**src/rtl/multicycle_ctrl.sv**
```systemverilog
// rtl/multicycle_ctrl.sv - multi-cycle LEGv8 control sequencer; PERF_CNT_EN builds the retired counter
// All outputs are combinational decodes of state, opcode, zero and the ready inputs.
module multicycle_ctrl (
  input  logic        clk,
  input  logic        rst_n,
  input  logic        run,
  input  logic [10:0] opcode,
  input  logic        zero,
  input  logic        imem_ready,
  input  logic        dmem_ready,
  output logic        imem_req,
  output logic        ir_write,
  output logic        pc_write,
  output logic        pc_src,
  output logic [3:0]  alu_op,
  output logic        dmem_req,
  output logic        dmem_we,
  output logic        reg_write,
  output logic        mem_to_reg,
  output logic        illegal,
  output logic [2:0]  state,
  output logic [31:0] retired_count
);

  localparam logic [2:0] S_IDLE      = 3'd0;
  localparam logic [2:0] S_FETCH     = 3'd1;
  localparam logic [2:0] S_DECODE    = 3'd2;
  localparam logic [2:0] S_EXECUTE   = 3'd3;
  localparam logic [2:0] S_MEMORY    = 3'd4;
  localparam logic [2:0] S_WRITEBACK = 3'd5;

  localparam logic [3:0] ALU_AND  = 4'b0000;
  localparam logic [3:0] ALU_ORR  = 4'b0001;
  localparam logic [3:0] ALU_ADD  = 4'b0010;
  localparam logic [3:0] ALU_SUB  = 4'b0110;
  localparam logic [3:0] ALU_PASS = 4'b0111;

  logic [2:0] r_state;
  logic [2:0] w_next;
  logic       w_end;

  logic w_is_add, w_is_sub, w_is_and, w_is_orr;
  logic w_is_rtype, w_is_ldur, w_is_stur, w_is_cbz, w_is_b;
  logic [3:0] w_rtype_op;

  assign w_is_add   = (opcode == 11'b10001011000);
  assign w_is_sub   = (opcode == 11'b11001011000);
  assign w_is_and   = (opcode == 11'b10001010000);
  assign w_is_orr   = (opcode == 11'b10101010000);
  assign w_is_rtype = w_is_add | w_is_sub | w_is_and | w_is_orr;
  assign w_is_ldur  = (opcode == 11'b11111000010);
  assign w_is_stur  = (opcode == 11'b11111000000);
  assign w_is_cbz   = (opcode[10:3] == 8'b10110100);
  assign w_is_b     = (opcode[10:5] == 6'b000101);

  always_comb begin
    w_rtype_op = ALU_ADD;
    if (w_is_sub)      w_rtype_op = ALU_SUB;
    else if (w_is_and) w_rtype_op = ALU_AND;
    else if (w_is_orr) w_rtype_op = ALU_ORR;
  end

  always_comb begin
    w_next     = r_state;
    w_end      = 1'b0;
    imem_req   = 1'b0;
    ir_write   = 1'b0;
    pc_write   = 1'b0;
    pc_src     = 1'b0;
    alu_op     = 4'b0000;
    dmem_req   = 1'b0;
    dmem_we    = 1'b0;
    reg_write  = 1'b0;
    mem_to_reg = 1'b0;
    illegal    = 1'b0;
    case (r_state)
      S_IDLE: begin
        if (run) w_next = S_FETCH;
      end
      S_FETCH: begin
        imem_req = 1'b1;
        if (imem_ready) begin
          ir_write = 1'b1;
          pc_write = 1'b1;
          w_next   = S_DECODE;
        end
      end
      S_DECODE: begin
        w_next = S_EXECUTE;
      end
      S_EXECUTE: begin
        if (w_is_rtype) begin
          alu_op = w_rtype_op;
          w_next = S_WRITEBACK;
        end else if (w_is_ldur || w_is_stur) begin
          alu_op = ALU_ADD;
          w_next = S_MEMORY;
        end else if (w_is_cbz) begin
          alu_op   = ALU_PASS;
          pc_write = zero;
          pc_src   = zero;
          w_end    = 1'b1;
        end else if (w_is_b) begin
          pc_write = 1'b1;
          pc_src   = 1'b1;
          w_end    = 1'b1;
        end else begin
          illegal = 1'b1;
          w_end   = 1'b1;
        end
      end
      S_MEMORY: begin
        dmem_req = 1'b1;
        dmem_we  = w_is_stur;
        alu_op   = ALU_ADD;
        if (dmem_ready) begin
          if (w_is_ldur) w_next = S_WRITEBACK;
          else           w_end  = 1'b1;
        end
      end
      S_WRITEBACK: begin
        reg_write  = 1'b1;
        mem_to_reg = w_is_ldur;
        alu_op     = w_is_ldur ? ALU_ADD : w_rtype_op;
        w_end      = 1'b1;
      end
      default: begin
        w_next = S_IDLE;
      end
    endcase
    // END is a transition, not a state: run is sampled here and in IDLE only
    if (w_end) w_next = run ? S_FETCH : S_IDLE;
  end

  always_ff @(posedge clk or negedge rst_n) begin
    if (!rst_n) r_state <= S_IDLE;
    else        r_state <= w_next;
  end

  assign state = r_state;

`ifdef PERF_CNT_EN
  logic [31:0] r_retired;

  // Every END except the one leaving an illegal EXECUTE retires an instruction
  always_ff @(posedge clk or negedge rst_n) begin
    if (!rst_n)                r_retired <= 32'd0;
    else if (w_end && !illegal) r_retired <= r_retired + 32'd1;
  end

  assign retired_count = r_retired;
`else
  assign retired_count = 32'd0;
`endif

endmodule

```
**config.mk**
```make
export PLATFORM = sky130hd
export DESIGN_NAME = multicycle_ctrl
export DESIGN_NICKNAME = d
export VERILOG_FILES = /design/src/rtl/multicycle_ctrl.sv
export SDC_FILE = /design/constraint.sdc
export NUM_CORES = 1
export LEC_CHECK = 0
export ABC_AREA = 1
export CORE_MARGIN = 2
export CORE_UTILIZATION = 34
export DETAILED_ROUTE_END_ITERATION = 7
export GPL_TIMING_DRIVEN = 0
export PLACE_DENSITY_LB_ADDON = 0.1
export SYNTH_ARGS = -nofsm -noshare
export SYNTH_HDL_FRONTEND = slang
export SYNTH_SLANG_ARGS = --single-unit
```
**constraint.sdc**
```tcl
create_clock -name clk -period 1.9 [get_ports clk]
set_clock_uncertainty 0.2 [all_clocks]
set_input_delay 0.38 -clock clk [delete_from_list [all_inputs] [get_ports clk]]
set_output_delay 0.38 -clock clk [all_outputs]
set_load 0.01 [all_outputs]
```
### Placement view

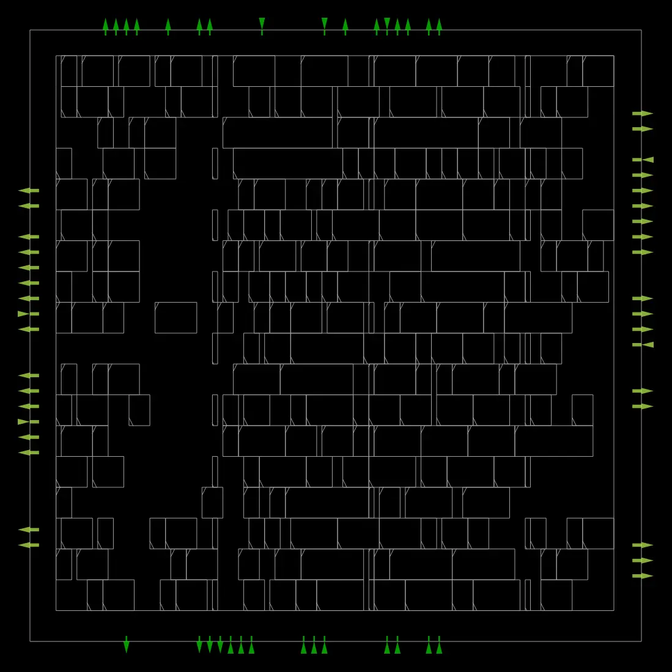
fill cell instance count of the final layout: 199
core area: 2410 sq um
row count: 18
share of the core filled with cells: 0.680

### Power grid

Scale bar: 20 um. Pins as bars on the die edge. Tap cells in grey.
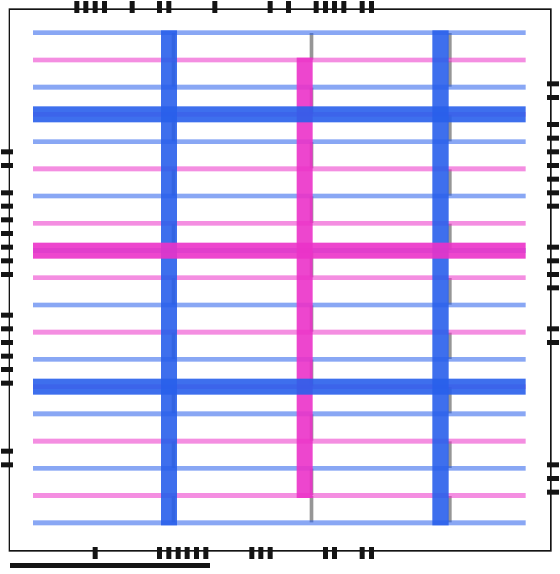
colour	net
magenta	VDD
blue	VSS
signal pins	65
met5 straps	3
met1 rails	19
rows	18
die span in x: 54.0 um
Peak VDD IR: 0.768 mV
Die H: 54.0 um

### I/O nets highlighted

Scale bar: 20 um.
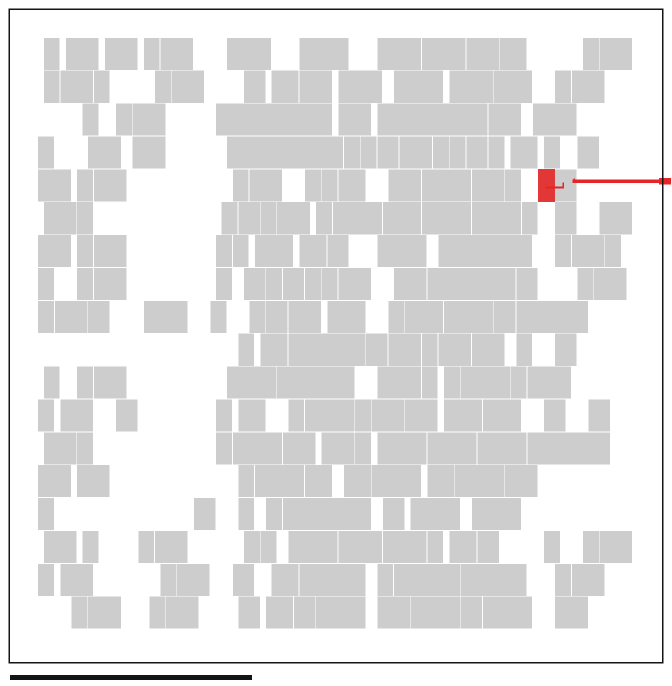
colour	port	bits	direction	edge	end cells	buffers	wire
red	ir_write	1	output	east	1	1	8.80 um
IO Count: 65
number of buffer cells added on primary ports: 31

### Routed metal per tile

The die is cut into 11 by 11 equal tiles; dark blue is low, red is high, scaled to the fullest tile. Values are wire area over tile area, all layers added.
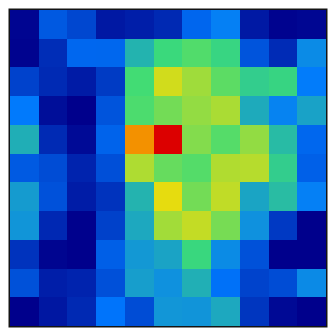
fullest tile	0.55
mean over tiles	0.16
nearly empty tiles	12%
via count: 1059
global-route usage over all layers: 0.176
final routed wire length divided by cell count: 10.8 um

### Placed cells, one colour a class

Fill, decap, tap and diode cells in grey.
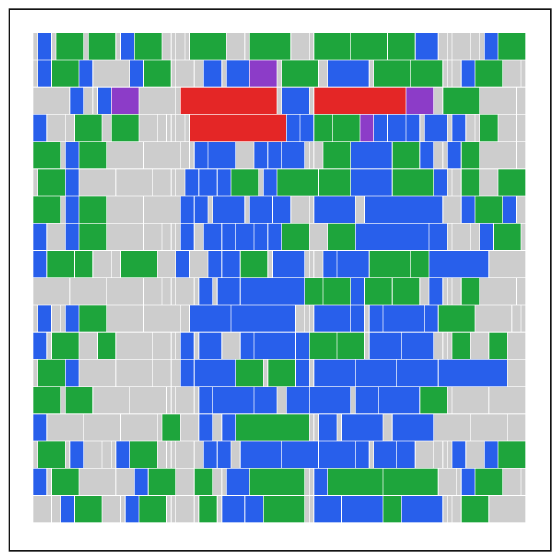
colour	class	cells	share of their area
red	registers	3	4.8%
green	remaining buffers and delay cells	83	41%
blue	remaining logic cells	134	52%
purple	clock drivers and dummy loads	4	1.6%
register share of the cell area: 0.0473
cell area after layout: 1640 sq um

worst max path at each step:
stage	startpoint	endpoint	slack, ps	depth (start not counted)
finish	state[1]$_DFFE_PN0P_	alu_op[2]	-140	7
global route	state[1]$_DFFE_PN0P_	alu_op[2]	-230	7
global placement	opcode[8]	pc_write	-920	8
floorplan	state[2]$_DFFE_PN0P_	alu_op[0]	130	5
detailed placement	opcode[7]	alu_op[0]	-920	10
CTS	state[1]$_DFFE_PN0P_	alu_op[0]	-110	7
worst register-to-register path: cells and delay by family (launching register included):
family,cells,cell delay (ps)
buffers and inverters,5,510
AOI/OAI and AO/OA,1,180
DFF,1,410
and+or+nand+nor,3,190
==> flow_results.org <==
#+TITLE: Synthesis and PnR summary

** Status
- The flow ran to the end, but the final reports show violations.
- Failing checks :: setup timing

** Pwr
- Internal power :: 0.567 mW
- Static power due to leakage :: 0.898 nW
- The share of total power dissipated in the clock network is 0.104.
- The power report lists the clock group at 0.114 mW.
- Comb pwr share :: 0.746
- Sequential Power :: 0.164 mW
- Switching part of the total :: 0.483
- Flop pwr share :: 0.150
- Biggest consumer :: combinational cells
- Total power of the final layout :: 1.10 mW
- Pwr Density :: 669 nW/um^2

** Setup path
- Setup slack on the worst reg-to-reg path comes out at 280 ps.
- The longest incremental delay of any stage on the critical path is reported as 420 ps.
- STA lists the endpoint of the worst register-to-register path as state[0]$_DFFE_PN0P_.
- The kind of cell with the highest combined delay along the critical path is flip-flops.
- Required time at the endpoint of the critical path :: 1320 ps
- Together, buffers and inverters on the worst path number 2.
- Max fanout on the critical path was recorded as 4.
- STA classifies the critical path endpoint as a primary output.
- The arrival time of data at the worst endpoint is listed as 1460 ps.
- For reference, the most critical setup path is categorized as reg2out.
- Worst setup SP type :: flop
- Worst-case reg-to-reg path depth :: 9
- Critical-path cell with the highest stage delay :: sky130_fd_sc_hd__dfrtp_1

** Route
- The highest metal layer carrying signal wires in the routed design is met4.
- Per the detail_route report, vias per standard cell equal 4.17.
- Wire segments on met3 add up to 231 um in the final route.
- TritonRoute reported its final design rule violation total as 0.
- Remaining antenna violation count after routing :: 0
- The first detailed-routing pass ran for 4 iterations.
- M1 wire length :: 1020 um
- DRC violation total after the first TritonRoute iteration :: 17
- The detailed router reports a met2 wire length of 1430 um.

** Logic synthesis
- Synth cell types :: 24
- Post-synthesis mux area share :: 0
- Synthesized-area fraction occupied by and/or/nand/nor cells :: 0.438
- The mapped netlist covers 848 sq um.
- The main area contributors are sky130_fd_sc_hd__buf_4 (29%), sky130_fd_sc_hd__nand2_1 (10%), sky130_fd_sc_hd__dfrtp_1 (8.8%), sky130_fd_sc_hd__inv_1 (8.8%), sky130_fd_sc_hd__nor2_1 (6.6%).
- Of the post-synthesis cell area, the dominant cell type holds 0.292.
- Synth Area per Inst :: 6.15 sq um
- Of the synthesized area, sequential elements account for 0.0885.
- The cell-mix breakdown from Yosys lists the XOR/XNOR area share as 0.
- Most repeated cell in the gate-level netlist after synthesis :: sky130_fd_sc_hd__buf_4
- Of the total synthesized cell area, the portion taken by full adders, half adders and majority gates is 0.
- Ao+oa area frac :: 0.0841
- After synthesis, the share of flip-flops with an asynchronous set or reset is 1.00.
- Number of instances in the synthesized netlist :: 138
- Synth flops :: 3
- Most used DFF post-synth :: sky130_fd_sc_hd__dfrtp_1
- Main logic family :: simple AND/OR/NAND/NOR gates

** Global routing
- Overflow left after global routing :: 0
- Global routing's busiest layer :: met2
- The number of global-route vias before repair was 910.
- Met2 global-route usage :: 0.327
- On met1, the global router reports a usage of 0.211.
- Antenna violations before repair :: 0
- Global-route wire length before repair :: 3810 um
- On met3, the global router reports a usage of 0.0389.
- Largest net degree at the start of global routing :: 8

** Clocking
- According to the CTS report, the clock sink count is 3.
- Hold buffer count at CTS :: 0
- Clock latency reported for the late side of the worst-skew pair :: 240 ps
- No sink is reached through more buffers than the 2 on the longest clock path.
- Looking at the clock tree report, the root buffer type is sky130_fd_sc_hd__clkbuf_4.
- Setup bufs post-CTS :: 11
- In this run, post-CTS repair resized a total of 142 instances.
- Looking at the clock tree report, the H-tree level count equals 1.
- TritonCTS built the clock tree.
- Number of CTS-inserted buffers :: 3
- After clock tree synthesis, the clock-pin slew on the worst setup and hold paths is 40 ps.

** Cells and area
- Summing all flip-flop and latch instances after layout gives 77.6 sq um.
- Multi-input combinational area share :: 0.452
- Logic area :: 741 sq um
- 113 cells are multi-input combinational gates.
- Most instantiated logic cells after routing :: sky130_fd_sc_hd__buf_4 (49), sky130_fd_sc_hd__conb_1 (33), sky130_fd_sc_hd__nand2_1 (14), sky130_fd_sc_hd__buf_2 (14), sky130_fd_sc_hd__nor2_4 (12)
- Final non-clock buffer share :: 0.404
- Antenna diode count :: 0
- After the last flow step, the layout net total stands at 242.
- Leaving out filler cells and counting taps, the final layout contains 254.
- Non-Clock Inverter Count :: 21
- There are 3 flip-flops and latches.
- Plain + repair buffers :: 83

** STA
- The final timing report lists a hold violation count of 0.
- Setup TNS Final :: -424 ps
- From the final report, the count of setup violators was given as 6.
- Max-slew violation total from the final report :: 0
- Final period util :: 1.07
- F_max :: 0.491 GHz
- Once routing completed, OpenROAD measured the worst setup slack at -138 ps.
- Counting I/O delays and the setup requirement, the final critical path takes 2040 ps.

** Placement
- Detailed placer's ending HPWL :: 1710 um
- Post-Place Worst Slack :: -922 ps
- Placed Cells incl. Taps :: 231
- Gp weighted congestion :: 0.875
- In this run the cell area measured after placement is 1320 sq um.

** Job
- Total of max-cap violations :: 0
- OpenROAD warnings :: 28

** Floorplanning
- The die covers 2910 sq um.
- The design received a total of 30 well taps at floorplan.
- Starting density of the core :: 0.352

** Min path
- Worst min-delay path class :: in2async
No activity file was given, so power comes from the tool's default toggle rates.
